==> config.mk <==
export PLATFORM = sky130hd
export DESIGN_NAME = pattern_player
export DESIGN_NICKNAME = d
export VERILOG_FILES = /design/src/rtl/pattern_player.sv
export SDC_FILE = /design/constraint.sdc
export NUM_CORES = 1
export LEC_CHECK = 0
export CORE_MARGIN = 2
export CORE_UTILIZATION = 35
export DETAILED_ROUTE_END_ITERATION = 8
export PLACE_DENSITY_LB_ADDON = 0.3
export SETUP_SLACK_MARGIN = 0.02
export SKIP_LAST_GASP = 1
export SYNTH_ARGS = -nofsm -noshare
export SYNTH_HDL_FRONTEND = slang
export SYNTH_SLANG_ARGS = --single-unit
==> constraint.sdc <==
create_clock -name clock -period 2.95 [get_ports clock]
set_clock_uncertainty 0.05 [all_clocks]
set_input_delay 0.59 -clock clock [delete_from_list [all_inputs] [get_ports clock]]
set_output_delay 0.59 -clock clock [all_outputs]
set_load 0.02 [all_outputs]
==> src/rtl/pattern_player.sv <==
// pattern_player: buffers 2-bit Simon colours and plays them as timed on/off command strobes.
// Optional feature macro PATTERN_REPLAY_EN: retain entries and replay them from index 0 on every start.
module pattern_player #(
    parameter int DEPTH      = 16,
    parameter int ON_CYCLES  = 25000000,
    parameter int GAP_CYCLES = 12500000,
    parameter int CNT_W      = 32
) (
    input  logic                   clock,
    input  logic                   reset,
    input  logic                   wr_en,
    input  logic [1:0]             wr_color,
    input  logic                   start,
    input  logic                   abort,
    input  logic                   clear,
    output logic [$clog2(DEPTH):0] count,
    output logic                   full,
    output logic                   overflow,
    output logic                   busy,
    output logic                   done,
    output logic                   flash_led,
    output logic                   play_audio,
    output logic [1:0]             color,
    output logic                   on_off
);
    localparam int PW = $clog2(DEPTH);
    localparam int CW = PW + 1;
`ifdef PATTERN_REPLAY_EN
    localparam bit ABORT_FLUSH = 1'b0;
`else
    localparam bit ABORT_FLUSH = 1'b1;
`endif

    typedef enum logic [2:0] {IDLE, ON_CMD, HOLD, OFF_CMD, GAP, DONE, ABORT} state_t;

    state_t           state_q, state_d;
    logic [CNT_W-1:0] timer_q, timer_d;
    logic [PW-1:0]    head_q, head_d, tail_q, tail_d, rd_idx;
    logic [CW-1:0]    count_q, count_d, count_wr;
    logic             overflow_q, overflow_d, full_q, full_d;
    logic             busy_q, busy_d, done_q, done_d;
    logic             strobe_q, strobe_d, on_off_q, on_off_d;
    logic [1:0]       color_q, color_d;
    logic [1:0]       mem_q [DEPTH];
    logic             wr_acc, pop, flush, more;
`ifdef PATTERN_REPLAY_EN
    logic [CW-1:0]    play_q, play_d;
`endif

    always_comb begin
        wr_acc     = wr_en && !full_q;
        count_wr   = count_q + CW'(wr_acc);
        state_d    = state_q;
        timer_d    = timer_q;
        overflow_d = overflow_q | (wr_en & full_q);
        done_d     = 1'b0;
        pop        = 1'b0;
        flush      = 1'b0;
        more       = 1'b0;
`ifdef PATTERN_REPLAY_EN
        play_d     = play_q;
`endif

        case (state_q)
            IDLE: begin
                if (abort) begin
                    flush = ABORT_FLUSH;
                end else if (start) begin
                    if (count_q != '0) begin
                        state_d = ON_CMD;
`ifdef PATTERN_REPLAY_EN
                        play_d  = '0;
`endif
                    end else begin
                        done_d = 1'b1;
                    end
                end else if (clear) begin
                    flush      = 1'b1;
                    overflow_d = 1'b0;
                end
            end
            ON_CMD: begin
                if (abort) begin
                    state_d = ABORT;
                    flush   = ABORT_FLUSH;
                end else begin
                    state_d = HOLD;
                    timer_d = CNT_W'(ON_CYCLES - 1);
                end
            end
            HOLD: begin
                if (abort) begin
                    state_d = ABORT;
                    flush   = ABORT_FLUSH;
                end else if (timer_q == '0) begin
                    state_d = OFF_CMD;
                end else begin
                    timer_d = timer_q - CNT_W'(1);
                end
            end
            OFF_CMD: begin
                if (abort) begin
                    state_d = IDLE;
                    flush   = ABORT_FLUSH;
                end else begin
                    // A write landing in this same cycle still counts as a remaining entry
`ifdef PATTERN_REPLAY_EN
                    play_d = play_q + CW'(1);
                    more   = count_wr > play_d;
`else
                    pop    = 1'b1;
                    more   = count_wr > CW'(1);
`endif
                    if (more) begin
                        state_d = GAP;
                        timer_d = CNT_W'(GAP_CYCLES - 1);
                    end else begin
                        state_d = DONE;
                    end
                end
            end
            GAP: begin
                if (abort) begin
                    state_d = IDLE;
                    flush   = ABORT_FLUSH;
                end else if (timer_q == '0) begin
                    state_d = ON_CMD;
                end else begin
                    timer_d = timer_q - CNT_W'(1);
                end
            end
            DONE: begin
                state_d = IDLE;
                flush   = abort & ABORT_FLUSH;
            end
            ABORT:   state_d = IDLE;
            default: state_d = IDLE;
        endcase

        tail_d = wr_acc ? tail_q + PW'(1) : tail_q;
        if (flush) begin
            head_d  = tail_q;
            count_d = CW'(wr_acc);
        end else begin
            head_d  = pop ? head_q + PW'(1) : head_q;
            count_d = count_q + CW'(wr_acc) - CW'(pop);
        end

`ifdef PATTERN_REPLAY_EN
        rd_idx = head_q + play_d[PW-1:0];
`else
        rd_idx = head_q;
`endif

        // Outputs are registered alongside the state they belong to
        strobe_d = (state_d == ON_CMD) || (state_d == OFF_CMD) || (state_d == ABORT);
        on_off_d = (state_d == ON_CMD);
        color_d  = (state_d == ON_CMD) ? mem_q[rd_idx] : color_q;
        busy_d   = (state_d != IDLE);
        full_d   = (count_d == CW'(DEPTH));
        if (state_d == DONE) begin
            done_d = 1'b1;
        end
    end

    always_ff @(posedge clock or negedge reset) begin
        if (!reset) begin
            state_q    <= IDLE;
            timer_q    <= '0;
            head_q     <= '0;
            tail_q     <= '0;
            count_q    <= '0;
            overflow_q <= 1'b0;
            full_q     <= 1'b0;
            busy_q     <= 1'b0;
            done_q     <= 1'b0;
            strobe_q   <= 1'b0;
            on_off_q   <= 1'b0;
            color_q    <= 2'b00;
`ifdef PATTERN_REPLAY_EN
            play_q     <= '0;
`endif
        end else begin
            state_q    <= state_d;
            timer_q    <= timer_d;
            head_q     <= head_d;
            tail_q     <= tail_d;
            count_q    <= count_d;
            overflow_q <= overflow_d;
            full_q     <= full_d;
            busy_q     <= busy_d;
            done_q     <= done_d;
            strobe_q   <= strobe_d;
            on_off_q   <= on_off_d;
            color_q    <= color_d;
`ifdef PATTERN_REPLAY_EN
            play_q     <= play_d;
`endif
        end
    end

    always_ff @(posedge clock) begin
        if (wr_acc) begin
            mem_q[tail_q] <= wr_color;
        end
    end

    assign count      = count_q;
    assign full       = full_q;
    assign overflow   = overflow_q;
    assign busy       = busy_q;
    assign done       = done_q;
    assign flash_led  = strobe_q;
    assign play_audio = strobe_q;
    assign color      = color_q;
    assign on_off     = on_off_q;

endmodule

run_1/wires.png
Scale: 4 px per um. Two of the layers only.
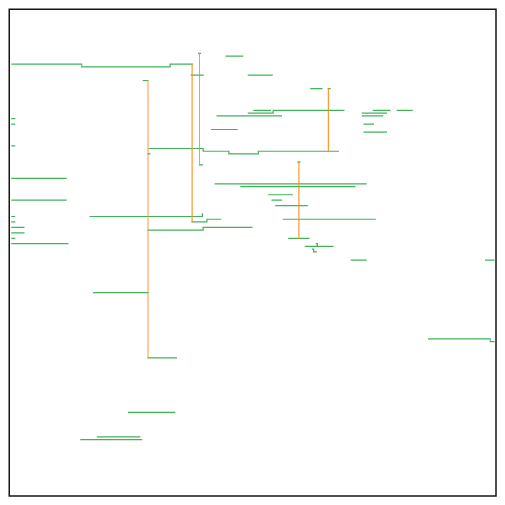
| color | layer | wire length |
|---|---|---|
| orange | metal 4 | 171 um |
| green | metal 3 | 508 um |

run_1/layer_met4.png
Scale: 4 px per um. Supply wires on this layer in gray.
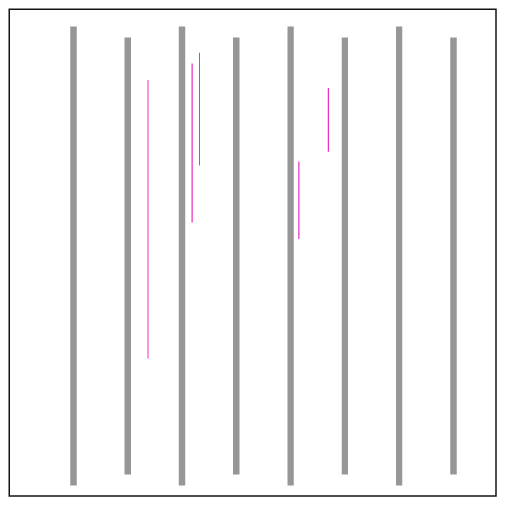
wire length on this layer: 171 um
share of all routed wire: 1.5%
nets with wire on the layer: 4
longest straight run: 69.4 um
main direction: vertical

run_1/congestion.png
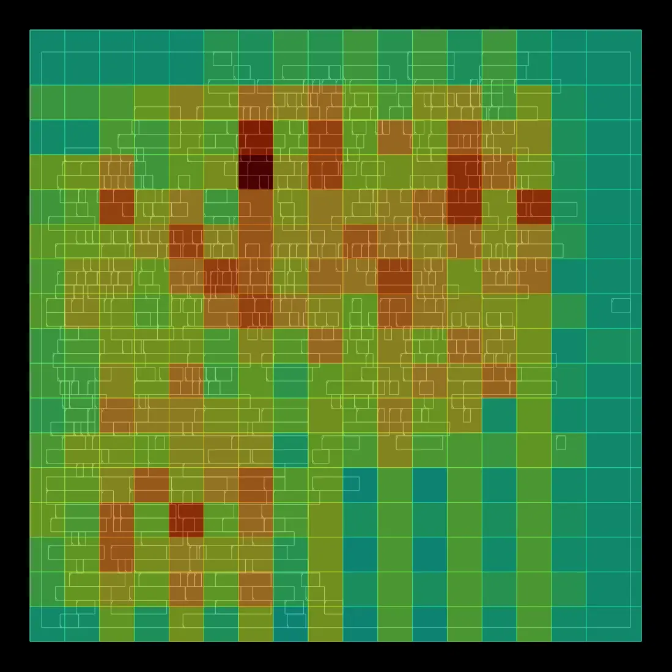
routed wire length per instance: 17.2 um
global-route met2 utilization: 0.257
overall fraction of global-route tracks in use: 0.166

run_1/layer_met1.png
Scale: 4 px per um. Supply wires on this layer in gray.
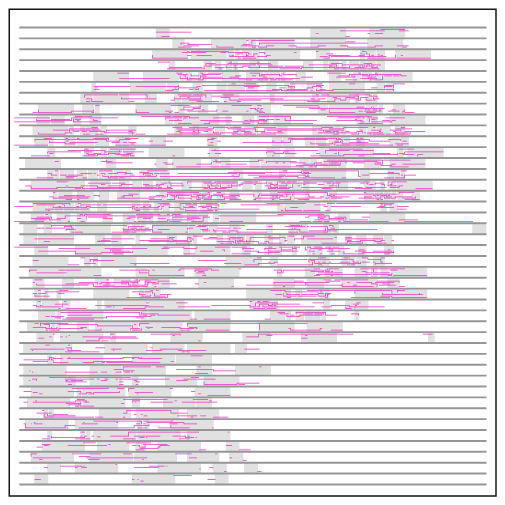
share of all routed wire: 46%
main direction: horizontal
wire length on this layer: 5380 um
nets with wire on the layer: 475
longest straight run: 36.8 um

==> run summary, run 1 <==
Summary of the current implementation state.

- The flow ran to the end, and the final reports show no timing, DRC or antenna violations.
- The group drawing the most power is sequential cells, for reference.
- Per the final report, the share of cell area in clock cells is 0.0530.
- The data arrival time reported for the critical path is about 2900 ps.
- The path class of the tightest hold or removal check is in -> async.
- The global routing report lists met1 layer usage as 0.234.
- STA puts the critical path data required time at 3110 ps.
- The worst path buffer plus inverter count is 2, for reference.
- The met3 wire length is roughly 510 um, for reference.
- The cell-internal power is ~0.003 W, for reference.
- Between the synthesized netlist and the finished layout, the area growth was recorded as 19.5%.
- Entering global routing, the biggest net connects 31 pins.
- The final layout report lists a clock buffer count of 10.
- The number of multi-input logic gates is ~320, for reference.
- The top cell types in the final layout, fill and taps aside, are sky130_fd_sc_hd__dfrtp_1, sky130_fd_sc_hd__nor2_1, sky130_fd_sc_hd__buf_4.
- The latest clock arrival within the worst-skew pair is about 350 ps, for reference.
- The summed negative setup slack over all endpoints is 0 ps, for reference.
- Per STA, the worst path is made up of clkdlybuf4s50_1 -> nor2b_1 -> ha_1 -> ha_2 -> nand4_1 -> a211o_1 -> o21a_1 -> buf_4 -> a311oi_1 -> a41oi_1.
- The uppermost layer routed is met4, for reference.
- The finished cells cover about 5800 um2.
- The cell-mix breakdown from Yosys lists the simple-gate area share as 0.204.
- The busiest layer in global routing is met2, for reference.
- The proportion of synthesized area in mux cells is 0.0602, for reference.
- The leading register cell type out of synthesis is sky130_fd_sc_hd__dfrtp_1, for reference.
- The post-cts hold-fix buffer tally is 0, for reference.
- The logic depth of the worst setup path including buffers is 10, for reference.
- The power dissipated in the clock network is roughly 0.0012 W, for reference.
- The routed layout has around 3800 vias.
- Setup repair after global routing left no endpoint under its margin.
- The fraction of layout instances using a drive strength above 1 is 0.190, for reference.
- The number of global-route vias before repair is roughly 3700, for reference.
- The share of power burned in combinational logic is 0.355, for reference.
- The reported sequential group power is just under 0.002 W, for reference.
- The detailed-route wire length is about 12000 um, for reference.
- The TritonCTS buffer count is 9, for reference.
- The count of cells in the finished layout, fillers not included, comes to 672.
- The critical path's slowest stage uses the library cell sky130_fd_sc_hd__clkdlybuf4s50_1.
- The post-synthesis cell area is roughly 4800 um2, for reference.
- According to the floorplan report, the placeable core area is about 13000 um2.
- The pre-antenna-repair detailed-routing pass consisted of 5 iterations.
- The post-placement cell count is ~660, for reference.
- After layout, the design draws a total of 0.00486 W.
- The top cell type's share of synthesized area is 0.291, for reference.
- Of the total synthesized cell area, the portion taken by XOR and XNOR cells is 0.0236.
- The most common cell in the synthesized netlist is sky130_fd_sc_hd__dfrtp_1.
- The count of buffers from port buffering is 21, for reference.
- The number of sequential cells reported for the layout is approximately 88.
- The initial antenna violation count is 0, for reference.
- The count of clock tree sinks is about 88, for reference.
- The number of DRC violations after detailed-routing iteration 0 is between 300 and 400, for reference.
- The number of hold violations in the final report is 0, for reference.
- The non-clock buffering overhead in the final layout is 0.0895, for reference.
- The peak per-stage delay on the critical path is between 400 and 500 ps, for reference.
run_1/flops_by_reg.png
Scale: 4 px per um. Other sequential cells in the stronger gray, the rest of the logic in the fainter gray.
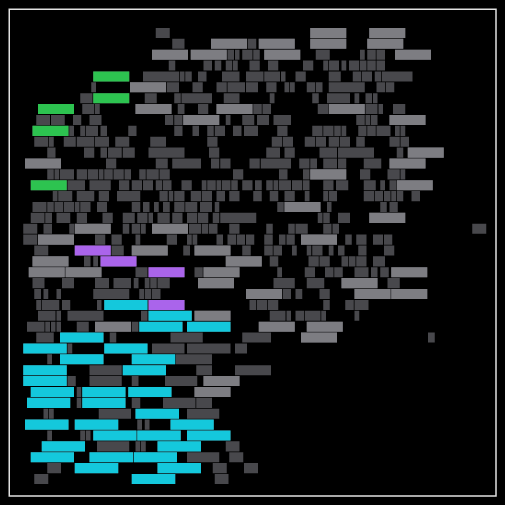

==> run 1 -> run 2 <==
--- a/config.mk
+++ b/config.mk
@@ -5,10 +5,10 @@
 export SDC_FILE = /design/constraint.sdc
 export NUM_CORES = 1
 export LEC_CHECK = 0
+export ABC_AREA = 1
 export CORE_MARGIN = 2
 export CORE_UTILIZATION = 35
 export DETAILED_ROUTE_END_ITERATION = 8
-export PLACE_DENSITY_LB_ADDON = 0.3
 export SETUP_SLACK_MARGIN = 0.02
 export SKIP_LAST_GASP = 1
 export SYNTH_ARGS = -nofsm -noshare
run_2/flops_by_reg.png
Scale: 4 px per um. Other sequential cells in the stronger gray, the rest of the logic in the fainter gray.
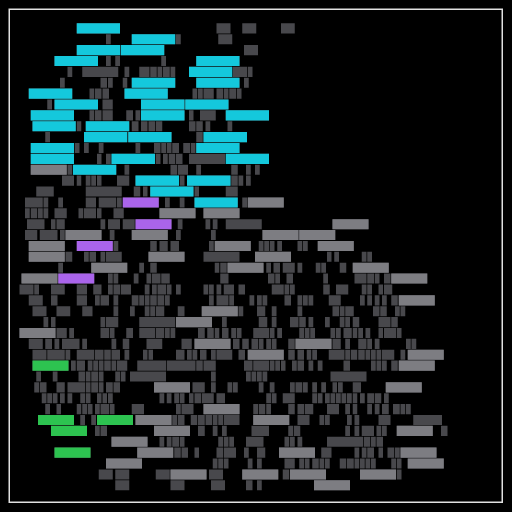
| color | name in the netlist | placed flops |
|---|---|---|
| green | count | 5 |
| cyan | mem_q | 32 |
| purple | head_q | 4 |
end-of-flow core utilization: 0.410
Sequential Area: 2360 um2
Sequential Power: 0.00191 W
sequential share of cell area: 0.417

==> run summary, run 2 <==
Summary of the current implementation state.

- The run finished with clean final reports.
- Routing resource usage on met2 recorded by global route was 0.284.
- Summing every instance area after synthesis gives around 4900 um2.
- The area of all placed cells without fillers is about 5700 um2, for reference.
- The number of DRC violations after detailed-routing iteration 0 is about 250, for reference.
- The critical path endpoint category is a flip-flop, for reference.
- According to the report, the first pass of detailed routing completed in 5 iterations.
- The portion of synthesized area spent on multiplexers is 0.
- The group that draws the most power in this run is combinational logic.
- Detailed routing inserted a total of 4212 vias.
- The met3 wire length is about 630 um, for reference.
- The cell with the most instances after synthesis is sky130_fd_sc_hd__nand2_1, for reference.
- Per the final layout report, the fraction of cells sized above drive strength 1 comes to 0.0795.
- The library cell used most frequently in the layout, excluding fill and tap cells, is sky130_fd_sc_hd__nand2_1.
- The leading register cell type out of synthesis is sky130_fd_sc_hd__dfrtp_1, for reference.
- Per the cell usage report, the commonest logic cells after layout are sky130_fd_sc_hd__nand2_1, sky130_fd_sc_hd__nor2_1, sky130_fd_sc_hd__dfrtp_1.
- The count of cells in the finished layout, fillers not included, comes to 834.
- The area fraction of the largest cell type after synthesis is 0.283.
- The initial antenna violation count is 0, for reference.
- The share of power burned in combinational logic is 0.414, for reference.
- For this design, the sink count on the clock tree is just under 90.
- Per the final timing report, the hold violations number 0.
- Among the non-sequential cells, simple AND/OR/NAND/NOR gates take the most area.
- The maximum number of pins on one net before global-route repair is 30, for reference.
- Clock tree synthesis inserted a total of 9 buffers.
- The number of max-cap violations is 0, for reference.
- The post-cts hold-fix buffer tally is 0, for reference.
- The arrival time at the worst endpoint is 2750 ps, for reference.
- In this design, the stage delay of the slowest critical-path cell is around 480 ps.
- The class of the most critical hold timing path is in -> async, for reference.
- Setup repair after global routing left no endpoint under its margin.
- The sum of internal, switching and leakage power is 0.00521 W, for reference.
- STA puts the critical path data required time at roughly 3100 ps.
- The net count entering floorplan is 643, for reference.
- The worst path buffer plus inverter count is 4, for reference.
- The summed negative setup slack over all endpoints is 0 ps, for reference.
- The layout report lists the non-clock buffer share of cell area as 0.0512.
- The basic-gate share of the synthesized area counting and, or, nand and nor cells is 0.314, for reference.
- The uppermost layer routed is met4, for reference.
- The met1 usage is 0.224, for reference.
- The area added between synthesis and finish is 14.5%, for reference.
- In this run, the synthesized area fraction spent on xor and xnor cells is recorded as 0.0407.
- Total global-route track usage over all layers is 0.173.
- The global router reports that the layer with the highest usage is met2.
- The cell-internal power is approximately 0.0029 W, for reference.
- There are 88 flip-flops and latches.
- The latest clock arrival within the worst-skew pair is between 300 and 400 ps, for reference.
- The layout has 9 clock buffers.
- The number of post-CTS setup repair buffers is 0, for reference.
- The H-tree level count is 3, for reference.
- Per the timing report, the biggest fanout along the worst path comes to 18.
- The inverter tally of the final layout excluding the clock network is 63, for reference.
- The clock-cell share of area is 0.0517, for reference.
- The gate count after technology mapping is ~620, for reference.
- The post-placement cell count is a little over 800, for reference.
- According to the floorplan report, the placeable core area is about 14000 um2.
- The cell type of the slowest stage on the worst timing path is sky130_fd_sc_hd__clkdlybuf4s50_1, for reference.
- The detail-routed net length per standard cell is ~14 um, for reference.
- The number of global-route vias before repair is 4206, for reference.
- The buffer_ports step reported a buffer count of 21.
- The reg-to-reg critical path endpoint is full, for reference.
- Summing over the stages, the warning tally comes to 30.
- The number of multi-input logic gates is ~460, for reference.
- The commonest cells after synthesis are sky130_fd_sc_hd__nand2_1, sky130_fd_sc_hd__nor2_1, sky130_fd_sc_hd__dfrtp_1, sky130_fd_sc_hd__inv_1, sky130_fd_sc_hd__nand3_1.
- The detailed router reported a total wirelength of about 12000 um.
- The report lists the cells along the critical path as clkdlybuf4s50_1 -> inv_1 -> nor2_1 -> ha_1 -> ha_1 -> nand2_1 -> o21ai_0 -> nand2_1 -> inv_1 -> nand2_1 -> nand3b_2 -> nor2_8 -> buf_4 -> o21ai_1 -> o21ai_1.
run_2/wires.png
Scale: 4 px per um. Two of the layers only.
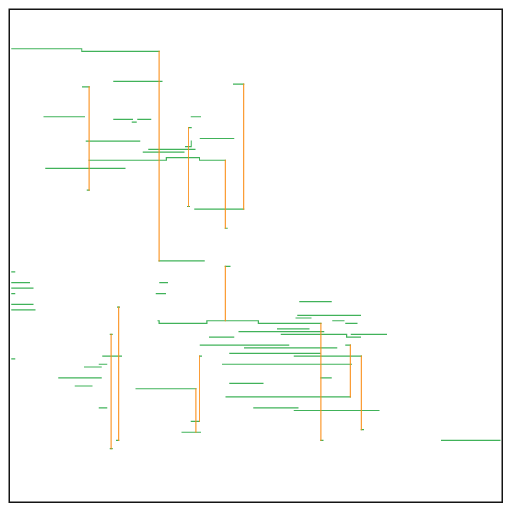
| color | layer | wire length |
|---|---|---|
| green | metal 3 | 625 um |
| orange | metal 4 | 309 um |

Power figures rest on the tool's default switching activity, not on a simulated workload.
